--- config.mk ---
export PLATFORM = sky130hd
export DESIGN_NAME = circle_overlay_stage
export DESIGN_NICKNAME = d
export VERILOG_FILES = /design/src/rtl/hough_pkg.sv /design/src/rtl/circle_coord_counter.sv /design/src/rtl/circle_overlay_stage.sv
export SDC_FILE = /design/constraint.sdc
export NUM_CORES = 1
export LEC_CHECK = 0
export CAP_MARGIN = 20
export CORE_ASPECT_RATIO = 0.7
export CORE_UTILIZATION = 55
export CTS_BUF_LIST = sky130_fd_sc_hd__clkbuf_4 sky130_fd_sc_hd__clkbuf_8
export CTS_CLUSTER_DIAMETER = 60
export DETAILED_ROUTE_END_ITERATION = 7
export HOLD_SLACK_MARGIN = 0.02
export PLACE_DENSITY = 0.82
export SLEW_MARGIN = 30
export SYNTH_ARGS = -nofsm -noshare
export SYNTH_HDL_FRONTEND = slang
export SYNTH_SLANG_ARGS = --single-unit
--- constraint.sdc ---
create_clock -name Clk -period 7.7 [get_ports Clk]
set_input_delay 1.54 -clock Clk [delete_from_list [all_inputs] [get_ports Clk]]
set_output_delay 1.54 -clock Clk [all_outputs]
set_load 0.03 [all_outputs]
--- src/rtl/hough_pkg.sv ---
// Shared definitions for the Hough video path.
package hough_pkg;

  localparam logic [1:0] MODE_PASS   = 2'd0;
  localparam logic [1:0] MODE_THRESH = 2'd1;
  localparam logic [1:0] MODE_RING   = 2'd2;

  localparam int LATENCY = 3;

endpackage

--- src/rtl/circle_coord_counter.sv ---
// Raster x/y tracker for the overlay stage.
// Reports the position of the current beat and a saturation flag.
module circle_coord_counter #(
  parameter int COORD_W = 8
) (
  input  logic               Clk,
  input  logic               nReset,
  input  logic               valid,
  input  logic               frame,
  input  logic               line,
  input  logic [COORD_W-1:0] width,
  input  logic [COORD_W-1:0] height,
  output logic [COORD_W-1:0] cur_x,
  output logic [COORD_W-1:0] cur_y,
  output logic               sat,
  output logic               load
);

  localparam logic [COORD_W-1:0] ONE = COORD_W'(1);

  logic [COORD_W-1:0] x_q;
  logic [COORD_W-1:0] y_q;
  logic               fresh_q;
  logic [COORD_W-1:0] x_last;
  logic [COORD_W-1:0] y_last;

  assign x_last = width - ONE;
  assign y_last = height - ONE;
  assign load   = valid & frame;

  // Registers hold the last beat's position; the first beat is (0,0).
  always_comb begin
    cur_x = x_q;
    cur_y = y_q;
    sat   = 1'b0;
    if (frame || fresh_q) begin
      cur_x = '0;
      cur_y = '0;
    end else if (line) begin
      cur_x = '0;
      if (y_q == y_last) sat = valid;
      else cur_y = y_q + ONE;
    end else begin
      if (x_q == x_last) sat = valid;
      else cur_x = x_q + ONE;
    end
  end

  always_ff @(posedge Clk or negedge nReset) begin
    if (!nReset) begin
      x_q     <= '0;
      y_q     <= '0;
      fresh_q <= 1'b1;
    end else if (valid) begin
      x_q     <= cur_x;
      y_q     <= cur_y;
      fresh_q <= 1'b0;
    end
  end

endmodule

--- src/rtl/circle_overlay_stage.sv ---
// Pixel-stream stage: per-frame pass, threshold or ring overlay.
// Three-stage pipeline with markers kept aligned to pixels.
module circle_overlay_stage
  import hough_pkg::*;
#(
  parameter int PIX_W   = 11,
  parameter int COORD_W = 8
) (
  input  logic               Clk,
  input  logic               nReset,
  input  logic [PIX_W-1:0]   PixelIn,
  input  logic               ValidIn,
  input  logic               FrameIn,
  input  logic               LineIn,
  input  logic [COORD_W-1:0] Width,
  input  logic [COORD_W-1:0] Height,
  input  logic [1:0]         Mode,
  input  logic [COORD_W-1:0] CentreX,
  input  logic [COORD_W-1:0] CentreY,
  input  logic [COORD_W-1:0] Radius,
  input  logic [PIX_W-1:0]   Threshold,
  input  logic [PIX_W-1:0]   MarkValue,
  output logic [PIX_W-1:0]   PixelOut,
  output logic               ValidOut,
  output logic               FrameOut,
  output logic               LineOut,
  output logic               GeomErr
);

  localparam int D2_W = 2 * COORD_W + 3;

  typedef struct packed {
    logic [1:0]         mode;
    logic [COORD_W-1:0] cx;
    logic [COORD_W-1:0] cy;
    logic [COORD_W-1:0] radius;
    logic [PIX_W-1:0]   thresh;
    logic [PIX_W-1:0]   mark;
  } cfg_t;

  cfg_t               cfg_in;
  cfg_t               shadow_q;
  cfg_t               cfg;
  logic [COORD_W-1:0] w_q;
  logic [COORD_W-1:0] h_q;

  logic [COORD_W-1:0] cur_x;
  logic [COORD_W-1:0] cur_y;
  logic               sat;
  logic               load;

  logic [LATENCY-1:0] v_q;
  logic [LATENCY-1:0] f_q;
  logic [LATENCY-1:0] l_q;
  logic [LATENCY-1:0] e_q;

  circle_coord_counter #(
    .COORD_W(COORD_W)
  ) u_coord (
    .Clk   (Clk),
    .nReset(nReset),
    .valid (ValidIn),
    .frame (FrameIn),
    .line  (LineIn),
    .width (w_q),
    .height(h_q),
    .cur_x (cur_x),
    .cur_y (cur_y),
    .sat   (sat),
    .load  (load)
  );

  always_comb begin
    cfg_in.mode   = Mode;
    cfg_in.cx     = CentreX;
    cfg_in.cy     = CentreY;
    cfg_in.radius = Radius;
    cfg_in.thresh = Threshold;
    cfg_in.mark   = MarkValue;
  end

  // The frame beat itself already uses the incoming config.
  assign cfg = load ? cfg_in : shadow_q;

  always_ff @(posedge Clk or negedge nReset) begin
    if (!nReset) begin
      shadow_q <= '0;
      w_q      <= '0;
      h_q      <= '0;
    end else if (load) begin
      shadow_q <= cfg_in;
      w_q      <= Width;
      h_q      <= Height;
    end
  end

  always_ff @(posedge Clk or negedge nReset) begin
    if (!nReset) begin
      v_q <= '0;
      f_q <= '0;
      l_q <= '0;
      e_q <= '0;
    end else begin
      v_q <= {v_q[LATENCY-2:0], ValidIn};
      f_q <= {f_q[LATENCY-2:0], FrameIn & ValidIn};
      l_q <= {l_q[LATENCY-2:0], LineIn & ValidIn};
      e_q <= {e_q[LATENCY-2:0], sat};
    end
  end

  logic signed [COORD_W:0] dx_c;
  logic signed [COORD_W:0] dy_c;

  assign dx_c = $signed({1'b0, cur_x}) - $signed({1'b0, cfg.cx});
  assign dy_c = $signed({1'b0, cur_y}) - $signed({1'b0, cfg.cy});

  logic [PIX_W-1:0]        s1_pix;
  logic signed [COORD_W:0] s1_dx;
  logic signed [COORD_W:0] s1_dy;
  logic [1:0]              s1_mode;
  logic [COORD_W-1:0]      s1_r;
  logic [PIX_W-1:0]        s1_thr;
  logic [PIX_W-1:0]        s1_mark;

  always_ff @(posedge Clk or negedge nReset) begin
    if (!nReset) begin
      s1_pix  <= '0;
      s1_dx   <= '0;
      s1_dy   <= '0;
      s1_mode <= '0;
      s1_r    <= '0;
      s1_thr  <= '0;
      s1_mark <= '0;
    end else begin
      s1_pix  <= PixelIn;
      s1_dx   <= dx_c;
      s1_dy   <= dy_c;
      s1_mode <= cfg.mode;
      s1_r    <= cfg.radius;
      s1_thr  <= cfg.thresh;
      s1_mark <= cfg.mark;
    end
  end

  logic signed [D2_W-1:0] dxe;
  logic signed [D2_W-1:0] dye;
  logic [D2_W-1:0]        d2_c;
  logic [D2_W-1:0]        re;
  logic [D2_W-1:0]        rsq;

  assign dxe  = {{(D2_W-COORD_W-1){s1_dx[COORD_W]}}, s1_dx};
  assign dye  = {{(D2_W-COORD_W-1){s1_dy[COORD_W]}}, s1_dy};
  assign d2_c = dxe * dxe + dye * dye;
  assign re   = {{(D2_W-COORD_W){1'b0}}, s1_r};
  assign rsq  = re * re;

  logic [PIX_W-1:0] s2_pix;
  logic [D2_W-1:0]  s2_d2;
  logic [D2_W-1:0]  s2_rlo;
  logic [D2_W-1:0]  s2_rhi;
  logic [1:0]       s2_mode;
  logic [PIX_W-1:0] s2_thr;
  logic [PIX_W-1:0] s2_mark;

  always_ff @(posedge Clk or negedge nReset) begin
    if (!nReset) begin
      s2_pix  <= '0;
      s2_d2   <= '0;
      s2_rlo  <= '0;
      s2_rhi  <= '0;
      s2_mode <= '0;
      s2_thr  <= '0;
      s2_mark <= '0;
    end else begin
      s2_pix  <= s1_pix;
      s2_d2   <= d2_c;
      s2_rlo  <= rsq - re;
      s2_rhi  <= rsq + re;
      s2_mode <= s1_mode;
      s2_thr  <= s1_thr;
      s2_mark <= s1_mark;
    end
  end

  logic [PIX_W-1:0] mux_c;
  logic             ring_hit;
  logic [PIX_W-1:0] out_q;

  assign ring_hit = (s2_d2 >= s2_rlo) && (s2_d2 <= s2_rhi);

  always_comb begin
    mux_c = s2_pix;
    case (s2_mode)
      MODE_PASS:   mux_c = s2_pix;
      MODE_THRESH: mux_c = (s2_pix >= s2_thr) ? s2_mark : '0;
      MODE_RING:   mux_c = ring_hit ? s2_mark : s2_pix;
      default:     mux_c = s2_pix;
    endcase
  end

  always_ff @(posedge Clk or negedge nReset) begin
    if (!nReset) out_q <= '0;
    else if (v_q[LATENCY-2]) out_q <= mux_c;
  end

  assign PixelOut = out_q;
  assign ValidOut = v_q[LATENCY-1];
  assign FrameOut = f_q[LATENCY-1];
  assign LineOut  = l_q[LATENCY-1];
  assign GeomErr  = e_q[LATENCY-1];

endmodule

==> run_1/layers.png <==
Drawn at 1.5 px/um.
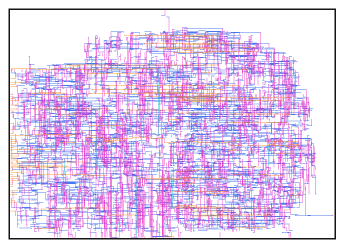
orange -> M3  # wire length 2670 um
blue -> M1  # wire length 17300 um
cyan -> M4  # wire length 492 um
magenta -> M2  # wire length 16900 um

==> run_1/pinout.png <==
Drawn at 1 px/um. Pins as bars across the die edge, other pins in gray.
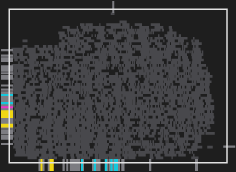
cyan -> `Width`  # pins 8, direction input, edge 6 south, 2 west
yellow -> `Threshold`  # pins 11, direction input, edge 7 west, 4 south
magenta -> `ValidIn`  # pins 1, direction input, edge west
all pins by edge = 49 west, 44 south, 1 north, 1 east

==> run_1/congestion_map.png <==
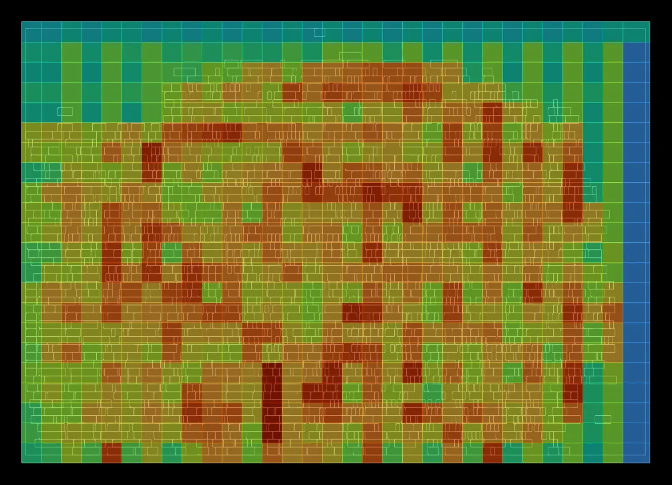
Tot GR Track Use: 24.3%
met3 Track Usage GR: 6.03%
Core Util, Final: 63.0%
met2 track demand over resource: 37.6%
WL/cell: 16.5 um

## run 1: Yosys cell counts, drive strengths merged, types with 30 or more instances
master  instances
a21oi          53
clkbuf         30
dfrtp         218
fa            177
ha            191
inv           346
mux2           39
nand2         109
nor2           82
nor2b          33
o21ai          59
xnor2          75
xor2           36
## run 1: worst max path at each step
stage	from	end	slack, ns	cells past startpoint
after floorplan	s1_dy[6]	s2_d2[17]	1.82	22
after global placement	s1_dy[8]	s2_d2[17]	1.53	18
after detailed placement	s1_dy[8]	s2_d2[17]	1.45	18
after CTS	s1_dy[8]	s2_d2[18]	1.44	18
after global routing	s1_dy[8]	s2_d2[18]	1.11	18
final	s1_dy[8]	s2_d2[18]	1.40	18
## run 1: area by class of cell
type | count | area, sq um | area share, %
diodes | 2 | 5.00 | 0.0253
clock buffers | 55 | 694 | 3.51
clock inverters | 5 | 42.5 | 0.215
inverters | 349 | 1310 | 6.63
multi-input cells | 1112 | 10700 | 54.3
flip-flops and latches | 219 | 5480 | 27.7
well taps | 420 | 526 | 2.66
repair buffers | 97 | 972 | 4.92
## run 1: placed cells by master, fill, tap and decap left out, drive strengths merged, types with 4 or more instances in the layout
cell type        n
inv            347
dfrtp          218
ha             191
fa             177
nand2          109
clkdlybuf4s50   93
nor2            82
xnor2           75
o21ai           59
clkbuf          55
a21oi           53
mux2            39
xor2            36
nor2b           33
and2            25
nand3           22
nor3            20
a21o            19
mux2i           18
nand4           16
a221o           13
or3             13
nand2b          12
nor4             9
and3             9
o21a             9
o21bai           7
a31oi            7
a211oi           6
clkinv           6
o211ai           5
nor4b            4
a21boi           4
buf              4
==> flow_summary.yaml, run 1 <==
# synthesis and place-and-route metrics
run_status:
  status: "complete, no violations"
synthesis:
  yosys_most_used_dff: "dfrtp_1"
  top_area_share_pct: 30.9
  area_leaders: "dfrtp_1 31%, fa_1 20%, ha_1 14%"
  synthAoiAreaFrac_pct: 7.96
  ys_cells: 1718
  syn_avg_cell_area_sq_um: 10.3
  synth_seq_share_pct: 31.0
  yosysWarnings: 0
  ys_sh_mux_pct: 3.50
  ys_chip_area_sq_um: 17700
  ys_sh_adder_pct: 33.6
  synth-simple-area-share_pct: 10.1
  yosysTopAreaCell: "dfrtp_1"
  synthArstFlopShare_pct: 100
  syn_inst: 1718
  numSynthFlops: 219
  logic_family: "adder cells"
clock_tree:
  cts_num_sinks: 219
  cts_max_level: 2
  cts_root_buf: "clkbuf_8"
  cts_buffers: 35
  clk_latency_ns: 0.56
  cts.clk_slew.worst_paths_ns: 0.06
  postCtsSetupBuffers: 0
placement:
  gp_congestion: 0.920
  io_buffers: 94
  dpl.hpwl_mm: 30.2
  place_ws_ns: 1.45
  place_area_sq_um: 19000
hold_path:
  whs_endpoint: "f_q[2]"
  hold_path_class: "reg -> reg"
  holdCritStartpoint: "f_q[1]"
worst_setup_path:
  r2r_cells: 18
  reg2reg_from: "s1_dy[8]"
  path_delay_family: "adder cells"
  slowest_delay_ns: 0.60
  r2r_setup_slack_ns: 1.40
  end_kind: "register"
  crit_arrival_ns: 6.73
  critPathSlowestCell: "dfrtp_1"
  critPathKind: "reg -> reg"
global_route:
  grt.busiest_layer: "met2"
  grt_max_degree: 86
  grt_util_met1_pct: 35.1
  grt_remaining_overflow: 0
  grt_pass1_wl_mm: 63.9
  grt_pass1_vias: 12910
timing:
  rsz0062_at_grt: "no"
  fin_worst_skew_ns: 0.0497
  finalCriticalPeriod_ns: 6.30
  fmax_ghz: 0.159
  final.setup.tns_ns: 0
  setup_viol: 0
  tightest_slew_ns: 0.978
  finalCritPeriodShare_pct: 81.9
  fin_hold_ws_ns: 0.340
drt:
  drtAntennaViolNets: 0
  wl_met1_mm: 17.3
  drt_first_pass_iters: 6
  met3WireLength_mm: 2.67
  topRoutingLayerUsed: "met4"
  dr_total_vias: 11994
layout:
  largest-register: "s2_d2"
  nFillCells: 2453
  nNetsFinal: 2262
  largest_reg_flops: 19
  fin_area_sq_um: 19800
floorplan:
  die_area_sq_um: 32900
  die_h_um: 152
  fp.dieW_um: 216
  num_io_pins: 95
==> run 2, diff against run 1 <==
Settings changed: PLACE_DENSITY 0.82 to 0.85.
Clock period 7.7 ns to 5.7 ns, I/O delays scaled along.
==> run_2/port_trees.png <==
Drawn at 1.5 px/um.
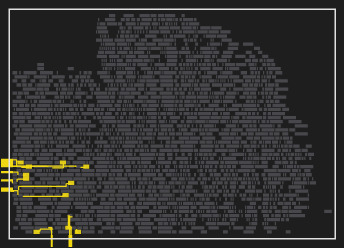
yellow -> `Threshold`  # bits 11, direction input, end cells 11, buffers 11, wire 264 um

==> run 2 against run 1 <==
Sequential cell count unchanged. Synthesized cell count unchanged. The flow now finishes with violations (setup timing). Via count grew 7.6%. Highest routed layer unchanged. Non-clock buffer count rose by 96.
==> flow_summary.yaml, run 2 <==
# synthesis and place-and-route metrics
run_status:
  status: "finished, violations left"
  violations: "setup timing"
layout:
  largest-register: "s2_d2"
  fin_area_sq_um: 20800
  nNetsFinal: 2357
  combGateArea_sq_um: 11000
  seqCellArea_sq_um: 5490
  layout_top_cells: "333 x inv_1, 215 x dfrtp_1, 182 x ha_1"
  nFillCells: 2256
  largest_reg_flops: 19
timing:
  setup_slack_ns: -0.0835
  fin_worst_skew_ns: 0.0361
  setup_viol: 3
  fmax_ghz: 0.173
clock_tree:
  cts_buffers: 34
  cts.clk_slew.worst_paths_ns: 0.08
  postCtsSetupBuffers: 6
  cts_root_buf: "clkbuf_8"
  clk_latency_ns: 0.58
synthesis:
  area_leaders: "dfrtp_1 31%, fa_1 20%, ha_1 14%"
  common_cells: "340 x inv_1, 218 x dfrtp_1, 191 x ha_1, 177 x fa_1, 109 x nand2_1"
  ys_cells: 1718
  ys_sh_adder_pct: 33.6
  synth-simple-area-share_pct: 10.1
  numSynthFlops: 219
  syn_inst: 1718
  synthArstFlopShare_pct: 100
worst_setup_path:
  crit_start: "s1_dy[2]"
  path_delay_family: "adder cells"
  critPathSlowestCell: "fa_1"
  r2r_setup_slack_ns: -0.08
drt:
  wl_met1_mm: 18.2
floorplan:
  die_h_um: 152
  fp.dieW_um: 216
  die_area_sq_um: 32900
  num_io_pins: 95
global_route:
  grt.busiest_layer: "met2"
  grt_pass1_vias: 13853
  grt_use_met2_pct: 42.4
hold_path:
  holdCritStartpoint: "f_q[1]"
==> run_2/m2.png <==
Drawn at 1 px/um.
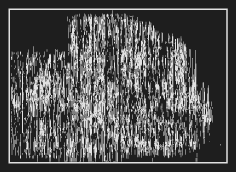
main direction = vertical
longest straight run = 52.5 um
share of all routed wire = 46%
wire length on this layer = 19700 um
nets with wire on the layer = 2059

run 2: path summary, 6_finish.rpt:
check	to	depth (start not counted)
max in group asynchronous	s1_dy[2]	3
min in group asynchronous	s1_r[0]	1
hold / removal	f_q[2]	0
setup / recovery	s2_d2[18]	20
setup reg to reg	s2_d2[18]	20
hold reg to reg	f_q[2]	0
run 2: metrics by stage:
step | TNS [ns] | cells | util, %
final | -0.214 | 2352 | 66.2
after global routing | -0.882 | 2352 | 66.2
after CTS | 0 | 2342 | 65.5
after detailed placement | -0.317 | 2277 | 62.6
after global placement | -0.0757 | 2277 | 62.6
after floorplan | -0.0122 | 1718 | -
run 2: final cells by class:
class                      count  share of cell area (%)
timing repair buffer         193                    8.29
clock buffer                  49                    2.95
clock inverter                10                   0.711
tap                          420                    2.53
inverter                     349                    6.35
multi-input combinational   1112                    52.8
sequential                   219                    26.4
run 2: worst reg2reg max path, stage by stage (launching register included):
cell and delay (ns):
dfrtp_2 0.44, buf_4 0.15, nand2_2 0.08, inv_1 0.05
fa_1 0.48, inv_1 0.07, fa_1 0.54, inv_1 0.06
fa_1 0.56, fa_1 0.44, fa_1 0.54, fa_1 0.42
fa_1 0.49, ha_4 0.31, inv_1 0.06, o21ai_2 0.15
nand2_1 0.10, o2111a_1 0.27, o31ai_1 0.24, a21oi_1 0.11
xnor2_1 0.13
==> run 3, diff against run 2 <==
Settings changed: PLACE_DENSITY 0.85 to 0.82.
Clock period 5.7 ns to 5.4 ns, I/O delays scaled along.
==> run_3/layers.png <==
Drawn at 1.5 px/um.
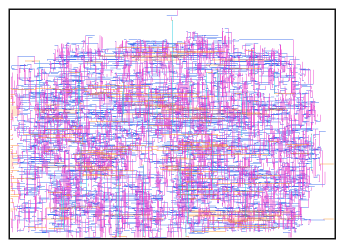
Total Routed Length: 42.2 mm
DR vias: 13056
WL/cell: 17.5 um
Tot GR Track Use: 26.5%

==> run 3 against run 2 <==
The run still ends with setup timing left. Critical path type unchanged. Critical endpoint is now s2_d2[17]. Maximum frequency shrank 0.84%. Area after synthesis stayed put. Largest cell class unchanged. Sequential share of layout area is 0.76 points lower. Via count up 1.2%. Critical path depth unchanged.
==> flow_summary.yaml, run 3 <==
# synthesis and place-and-route metrics
layout:
  nFillCells: 2206
  combGateArea_sq_um: 11200
  fin_cells: 2411
  layout_top_cells: "329 x inv_1, 201 x dfrtp_1, 175 x ha_1"
  final_util_pct: 68.4
  nNetsFinal: 2417
  largest-register: "s2_d2"
floorplan:
  die_area_sq_um: 32900
  num_io_pins: 95
clock_tree:
  cts_buffers: 35
  cts_root_buf: "clkbuf_8"
  cts.clk_slew.worst_paths_ns: 0.07
  postCtsHoldBufs: 0
  clk_latency_ns: 0.55
placement:
  dp.cells: 2323
synthesis:
  numSynthFlops: 219
  ys_cells: 1718
  area_leaders: "dfrtp_1 31%, fa_1 20%, ha_1 14%"
  synth-simple-area-share_pct: 10.1
  synthArstFlopShare_pct: 100
  ys_sh_adder_pct: 33.6
  common_cells: "340 x inv_1, 218 x dfrtp_1, 191 x ha_1, 177 x fa_1, 109 x nand2_1"
  syn_inst: 1718
timing:
  fmax_ghz: 0.171
  final.setup.tns_ns: -1.96
  setup_slack_ns: -0.433
  setup_viol: 6
run_status:
  status: "finished, violations left"
  violations: "setup timing"
global_route:
  grt_util_met1_pct: 36.6
  grt_pass1_vias: 14082
  grt_use_met2_pct: 42.5
  grt.busiest_layer: "met2"
drt:
  wl_met1_mm: 18.4
worst_setup_path:
  slowest_delay_ns: 0.55
  critPathSlowestCell: "fa_1"
==> run_3/pinout.png <==
Drawn at 1 px/um. Pins as bars across the die edge, other pins in gray.
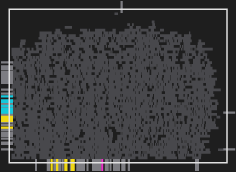
magenta -> `ValidIn`  # pins 1, direction input, edge south
yellow -> `Threshold`  # pins 11, direction input, edge 6 south, 5 west
cyan -> `Width`  # pins 8, direction input, edge west
Die H: 152 um
number of port buffers: 94
Die X: 216 um

[run 3: worst max-delay path: cells and delay by family (launching register included)]
kind	cells	cell delay, ns
buffers and inverters	4	0.29
XOR/XNOR	1	0.16
AND/OR/NAND/NOR	3	0.36
adder cells (fa/ha/maj)	8	3.83
flip-flops	1	0.46
AND-OR/OR-AND	4	0.65
[run 3: what timing repair did]
item / 4_1_cts / 5_1_grt
resized: 42 / 54
endpoints found under the setup margin: 8 / 20
pin swaps: 37 / 43
setup buffers: 16 / 15
[run 3: path summary, 6_finish.rpt]
check / from / to / depth (start not counted) / slack [ns]
max reg2reg: s1_dy[2] / s2_d2[17] / 20 / -0.43
min in group asynchronous: nReset / s1_r[2] / 1 / 0.41
max in group asynchronous: nReset / shadow_q[43] / 2 / 4.17
min: s1_pix[1] / s2_pix[1] / 0 / 0.35
max: s1_dy[2] / s2_d2[17] / 20 / -0.43
min reg2reg: s1_pix[1] / s2_pix[1] / 0 / 0.35
[run 3: final cells by class]
type | instances | share of cell area [%]
tap | 420 | 2.45
multi-input combinational | 1112 | 52.0
sequential | 219 | 25.7
inverter | 349 | 6.16
timing repair buffer | 252 | 10.4
clock buffer | 47 | 2.87
clock inverter | 12 | 0.496
